$ cat src/rtl/gf2_polydiv_193.sv
// gf2_polydiv_193: sequential GF(2) long divider, one quotient bit per clock.
// y = q*b + r with deg(r) < deg(b); err flags a zero divisor.
module gf2_polydiv_193 #(
    parameter int N = 193
) (
    input  logic             clk,
    input  logic             rst_n,
    input  logic             start,
    input  logic [2*N-2:0]   y,
    input  logic [N-1:0]     b,
    output logic             busy,
    output logic             done,
    output logic             err,
    output logic [2*N-2:0]   q,
    output logic [N-2:0]     r
);
    localparam int CW = $clog2(2*N-1);
    typedef enum logic [1:0] {IDLE, RUN, FIN} state_t;
    state_t state, state_nx;
    logic [2*N-2:0] y_q;
    logic [N-1:0]   b_q, p, s;
    logic [7:0]     d, deg_b;
    logic [CW-1:0]  cnt;
    logic           acc;
    always_comb begin
        deg_b = '0;
        for (int i = 0; i < N; i++)
            if (b[i]) deg_b = 8'(i);
    end
    assign acc  = (state == IDLE) && start;
    assign busy = (state != IDLE);
    // dividend is consumed MSB first by shifting the latched copy left
    assign s    = {p[N-2:0], y_q[2*N-2]};
    always_comb begin
        state_nx = state;
        if (acc)
            state_nx = (b == '0) ? FIN : RUN;
        else if (state == RUN && cnt == '0)
            state_nx = FIN;
        else if (state == FIN)
            state_nx = IDLE;
    end
    always_ff @(posedge clk or negedge rst_n)
        if (!rst_n) state <= IDLE;
        else        state <= state_nx;
    always_ff @(posedge clk or negedge rst_n) begin
        if (!rst_n) begin
            y_q  <= '0;
            b_q  <= '0;
            d    <= '0;
            p    <= '0;
            cnt  <= '0;
            q    <= '0;
            r    <= '0;
            err  <= 1'b0;
            done <= 1'b0;
        end else begin
            done <= (state == FIN);
            if (acc) begin
                y_q <= y;
                b_q <= b;
                d   <= deg_b;
                p   <= '0;
                q   <= '0;
                r   <= '0;
                cnt <= CW'(2*N-2);
                err <= (b == '0);
            end else if (state == RUN) begin
                p   <= s[d] ? s ^ b_q : s;
                q   <= {q[2*N-3:0], s[d]};
                y_q <= y_q << 1;
                cnt <= (cnt == '0) ? cnt : cnt - 1'b1;
            end else if (state == FIN) begin
                r <= p[N-2:0];
            end
        end
    end
endmodule

$ cat config.mk
export PLATFORM = sky130hd
export DESIGN_NAME = gf2_polydiv_193
export DESIGN_NICKNAME = d
export VERILOG_FILES = /design/src/rtl/gf2_polydiv_193.sv
export SDC_FILE = /design/constraint.sdc
export NUM_CORES = 2
export LEC_CHECK = 0
export CAP_MARGIN = 20
export CORE_AREA = 2 2 451 453
export DETAILED_ROUTE_END_ITERATION = 7
export DIE_AREA = 0 0 453 455
export HOLD_SLACK_MARGIN = 0.12
export PLACE_DENSITY = 0.63
export SLEW_MARGIN = 20
export SYNTH_ARGS = -nofsm -noshare
export SYNTH_HDL_FRONTEND = slang
export SYNTH_SLANG_ARGS = --single-unit
$ cat constraint.sdc
create_clock -name clk -period 5.2 [get_ports clk]
set_clock_uncertainty 0.15 [all_clocks]
set_input_delay 1.04 -clock clk [delete_from_list [all_inputs] [get_ports clk]]
set_output_delay 1.04 -clock clk [all_outputs]
set_load 0.02 [all_outputs]
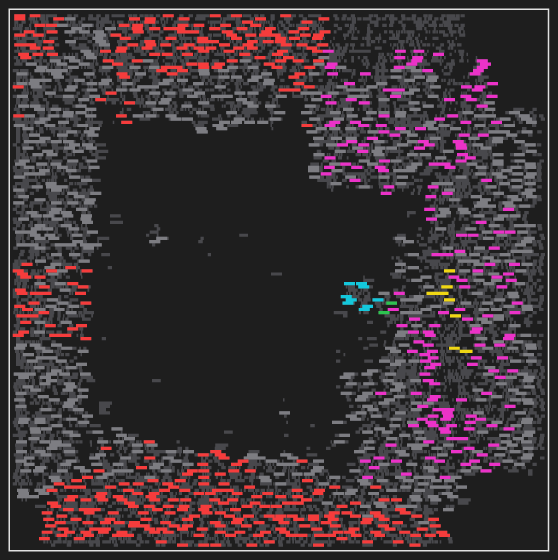
flops_by_reg.png
Other sequential cells in the stronger grey, the rest of the logic in the fainter grey.
Key: q = red [flops 385]; d = yellow [flops 8, where right middle]; b_q = magenta [flops 192, where a column on the right]; state = green [flops 2]; cnt = cyan [flops 9]
Another 771 sequential cells are not coloured.
Final Core Density: 39.4%
seq pwr: 10.6 mW
sequential share of cell area: 43.1%
Reg area: 34200 µm²

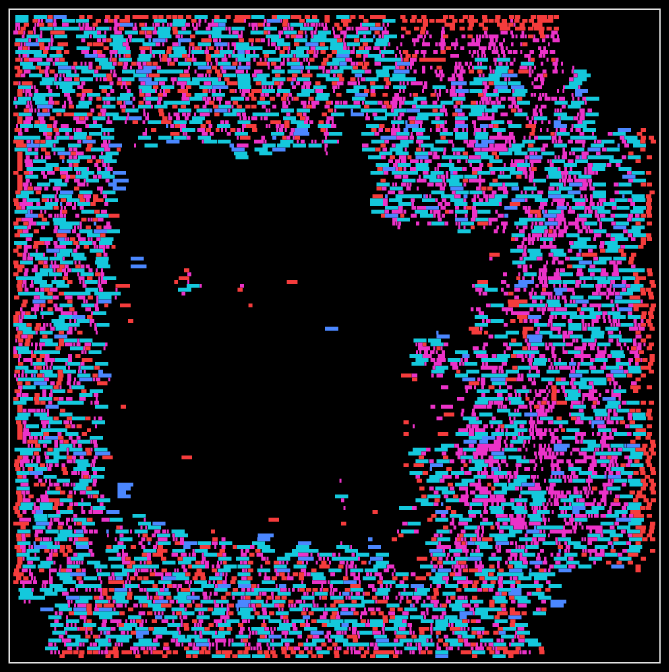
placement_by_type.png
Key: remaining buffers and delay cells = red [cells 1265]; combinational and other logic = magenta [cells 4498]; sequential cells = cyan [cells 1367]; clock drivers and dummy loads = blue [cells 276]
Post-Layout Inst Area: 79400 µm²
# rows: 165
core area: 201000 µm²

==> results_slide.txt <==
Run Summary

Run status
  • Status: finished clean

Timing
  • Fin. Hold Viols: 0
  • Setup TNS: 0 ps
  • RSZ-0062 raised after global routing: false
  • Slew HR: 17.6%
  • Highest Clock Rate: 239 MHz
  • Finish-stage setup viols: 0
  • Final Max Slew Viols: 0
  • Final period utilization: 80.6%
  • Worst slew pin tran: 1240 ps
  • Post-route minimum period: 4190 ps

Layout
  • Comb_multi_in: 4455
  • Top Layout Cells: 2089 x nand2_1, 1365 x dfrtp_1, 1159 x clkdlybuf4s50_1, 488 x o21ai_0, 404 x nand3_1
  • Most frequent logic cell in the layout: nand2_1
  • Buffer share of cell area: 16.3%
  • Combinational share of cell area: 29.4%
  • Share of layout cells above drive strength 1: 5.79%
  • Clk_buf instances: 225
  • Ant diodes: 42
  • Filler Cells Inserted: 19800
  • Inverter count: 43
  • Clock buf/inv share: 6.67%
  • Layout Cells excl Fill: 10100
  • Flop Count: 1367
  • Combinational Area: 23300 µm²
  • Area Growth Syn to Fin: 33.1%
  • Nonclk buf count: 1265
  • Largest class: registers
  • Nets: 7868

Yosys
  • Cell type with the largest total area: dfrtp_1
  • Yosys cell count: 6337
  • Syn Inst Count: 6337
  • Post-synth EDFFs: 0
  • Ys async rst share: 100%
  • Mean Syn Cell Area: 9.41 µm²
  • Syn_nets: 6919
  • Cell area leaders: dfrtp_1 57%, nand2_1 13%, a22oi_1 4.5%
  • Synth Register Bits: 1367
  • Synthesis Warnings: 0
  • Cell Area, Synth: 59600 µm²
  • Most used DFF post-synth: dfrtp_1
  • Yosys stat area: 59600 µm²
  • Synth top area share: 57.4%
  • Seq/Total Area, Yosys: 57.4%
  • Netlist cell types: 63

Routing
  • DRC: 0
  • WL final: 228000 µm
  • Initial drt markers: 5019
  • ANT nets after route: 0
  • DR vias/cell: 5.15
  • DRT Pass-1 Iters: 6
  • Via count: 52100
  • WL/cell: 22.5 µm

Worst setup path
  • Setup crit end kind: flop
  • CP arrival: 4720 ps
  • Worst r2r path cells: 11
  • RR Startpoint: d[0]
  • CP max FO: 53
  • Crit Path Category: reg -> reg
  • Reg-to-reg endpoint: p[21]
  • Crit start category: flop
  • R2r setup slk: 1010 ps
  • WP data required: 5730 ps

Worst hold path
  • Worst hold stages: 2
  • Hold EP: y_q[313]
  • Hold path startpoint: y_q[313]
  • HP Class: reg -> reg

CTS
  • CTS tree: built
  • Cts bufs inserted: 154
  • Post_cts resized: 0
  • CTS Buffer Depth: 3
  • Post-CTS Hold Buffers: 1
  • Clock sink total: 1367
  • Htree depth: 4
  • CTS Root Cell: clkbuf_16
  • Postcts setup bufs: 0
  • Late-Pin Clk Latency: 830 ps
  • Clock-pin slew on the worst setup and hold paths: 60 ps

Place
  • PortBufs: 1160
  • Placed cells: 9801
  • Post-DP HPWL: 161000 µm
  • Dpl cell area: 74000 µm²
  • GP Congestion: 0.922

Die
  • Die area: 206000 µm²
  • FP Core Util: 29.6%
  • Die width: 453 µm
  • Top Ports: 1161
  • Well tap count: 2672
  • Die height: 455 µm

Global route
  • Largest net degree at the start of global routing: 229
  • Total grt overflow: 0
  • First-pass GRT wire length: 336000 µm
  • Antenna violations before repair: 65
  • GRT Total Usage: 21.3%
  • Vias in the first global route: 50900

Flow run
  • Tool warnings: 84
  • MaxCap Viol Count: 0

Pwr
  • Leakage power total: 35.8 nW
  • Pwr dens: 290 nW/µm²
  • Power Total: 23.0 mW
  • Worst-case vdd ir drop: 0.309 mV
==> synth_stat cells, types with 3 or more instances <==
| library cell | n |
|---|---|
| a21boi_0 | 3 |
| a211oi_1 | 17 |
| buf_4 | 19 |
| o41ai_1 | 5 |
| mux2_2 | 24 |
| nor3_1 | 41 |
| mux2i_1 | 4 |
| nor4b_1 | 5 |
| inv_1 | 43 |
| a31oi_1 | 38 |
| buf_2 | 10 |
| a211o_1 | 4 |
| or4_1 | 10 |
| nand2b_1 | 12 |
| o211ai_1 | 8 |
| nand3_1 | 404 |
| a22oi_1 | 360 |
| nand2_1 | 2090 |
| o221ai_1 | 3 |
| or2_2 | 3 |
| o21ai_1 | 170 |
| clkbuf_1 | 397 |
| a2111oi_0 | 6 |
| nor2_1 | 137 |
| dfrtp_1 | 1367 |
| xor2_1 | 196 |
| a21oi_1 | 51 |
| o22ai_1 | 9 |
| o21bai_1 | 5 |
| buf_6 | 23 |
| o21ai_0 | 488 |
| nand4_1 | 8 |
| and2_1 | 5 |
| o31ai_1 | 19 |
| or3_1 | 4 |
| o311ai_0 | 3 |
| a22o_1 | 192 |
| mux4_2 | 36 |
| nor2b_1 | 16 |
| nor4_1 | 45 |
| o21a_1 | 6 |
| buf_1 | 23 |
==> per-layer routing <==
metal	share of wire [%]	vias to the layer above	GRT usage [%]
li1	-	23600	-
met1	38	25900	25.6
met2	48	2041	34.4
met3	7.4	527	5.40
met4	6.6	46	13.2
met5	0.13	-	0
==> cells by family (layout without fill, tap and decap cells) <==
| logic type | Yosys count | after routing | share of synthesized area [%] |
|---|---|---|---|
| simple gates | 2790 | 2790 | 19.1 |
| compound gates | 1402 | 1402 | 15.1 |
| flops | 1367 | 1367 | 57.4 |
| buf+inv | 515 | 1584 | 3.67 |
| xor+xnor | 198 | 198 | 2.91 |
| mux | 64 | 64 | 1.88 |
| fa+ha+maj | 1 | 1 | 0.0210 |
| other cells | 0 | 42 | 0 |
==> critical path, stage by stage, from the launching register on <==
cell and delay, ps:
dfrtp_2 920, buf_4 410, mux4_2 540, mux2_2 290, a221o_1 350, a21oi_1 400
nor4_4 130, buf_12 220, buf_12 220, nand3_1 130, xor2_1 160, o21ai_0 90
==> flip-flops by register name, indices dropped and copies added, names as in the netlist <==
register	cells
q	385
y_q	385
b_q	192
p	192
r	192
cnt	9
d	8
state	2
done	1
err	1
==> report_power, final <==
part | total, mW | internal [mW] | switching, mW
clock network | 11.5 | 6.80 | 4.67
logic | 0.931 | 0.446 | 0.485
registers | 10.6 | 10.6 | 0
total | 23.0 | 17.9 | 5.15
==> worst max-delay path by stage <==
stage / cells past startpoint / startpoint / slack, ps / endpoint
after global routing: 11 / d[0] / 780 / p[16]
after floorplan: 8 / b[20] / 2210 / d[3]
final: 11 / d[0] / 1010 / p[21]
after CTS: 11 / d[0] / 910 / p[43]
after detailed placement: 9 / b[45] / 770 / state[0]
after global placement: 9 / b[109] / 500 / d[0]
==> through the flow <==
stage / worst slack, ps / utilization, % / hold WS, ps
floorplan: 2210 / - / 295
global placement: 498 / 36.7 / 307
detailed placement: 773 / 36.8 / 312
CTS: 911 / 39.4 / 327
global route: 776 / 39.4 / 337
finish: 1010 / 39.4 / 323
Power is estimated from default activity; no workload was simulated.
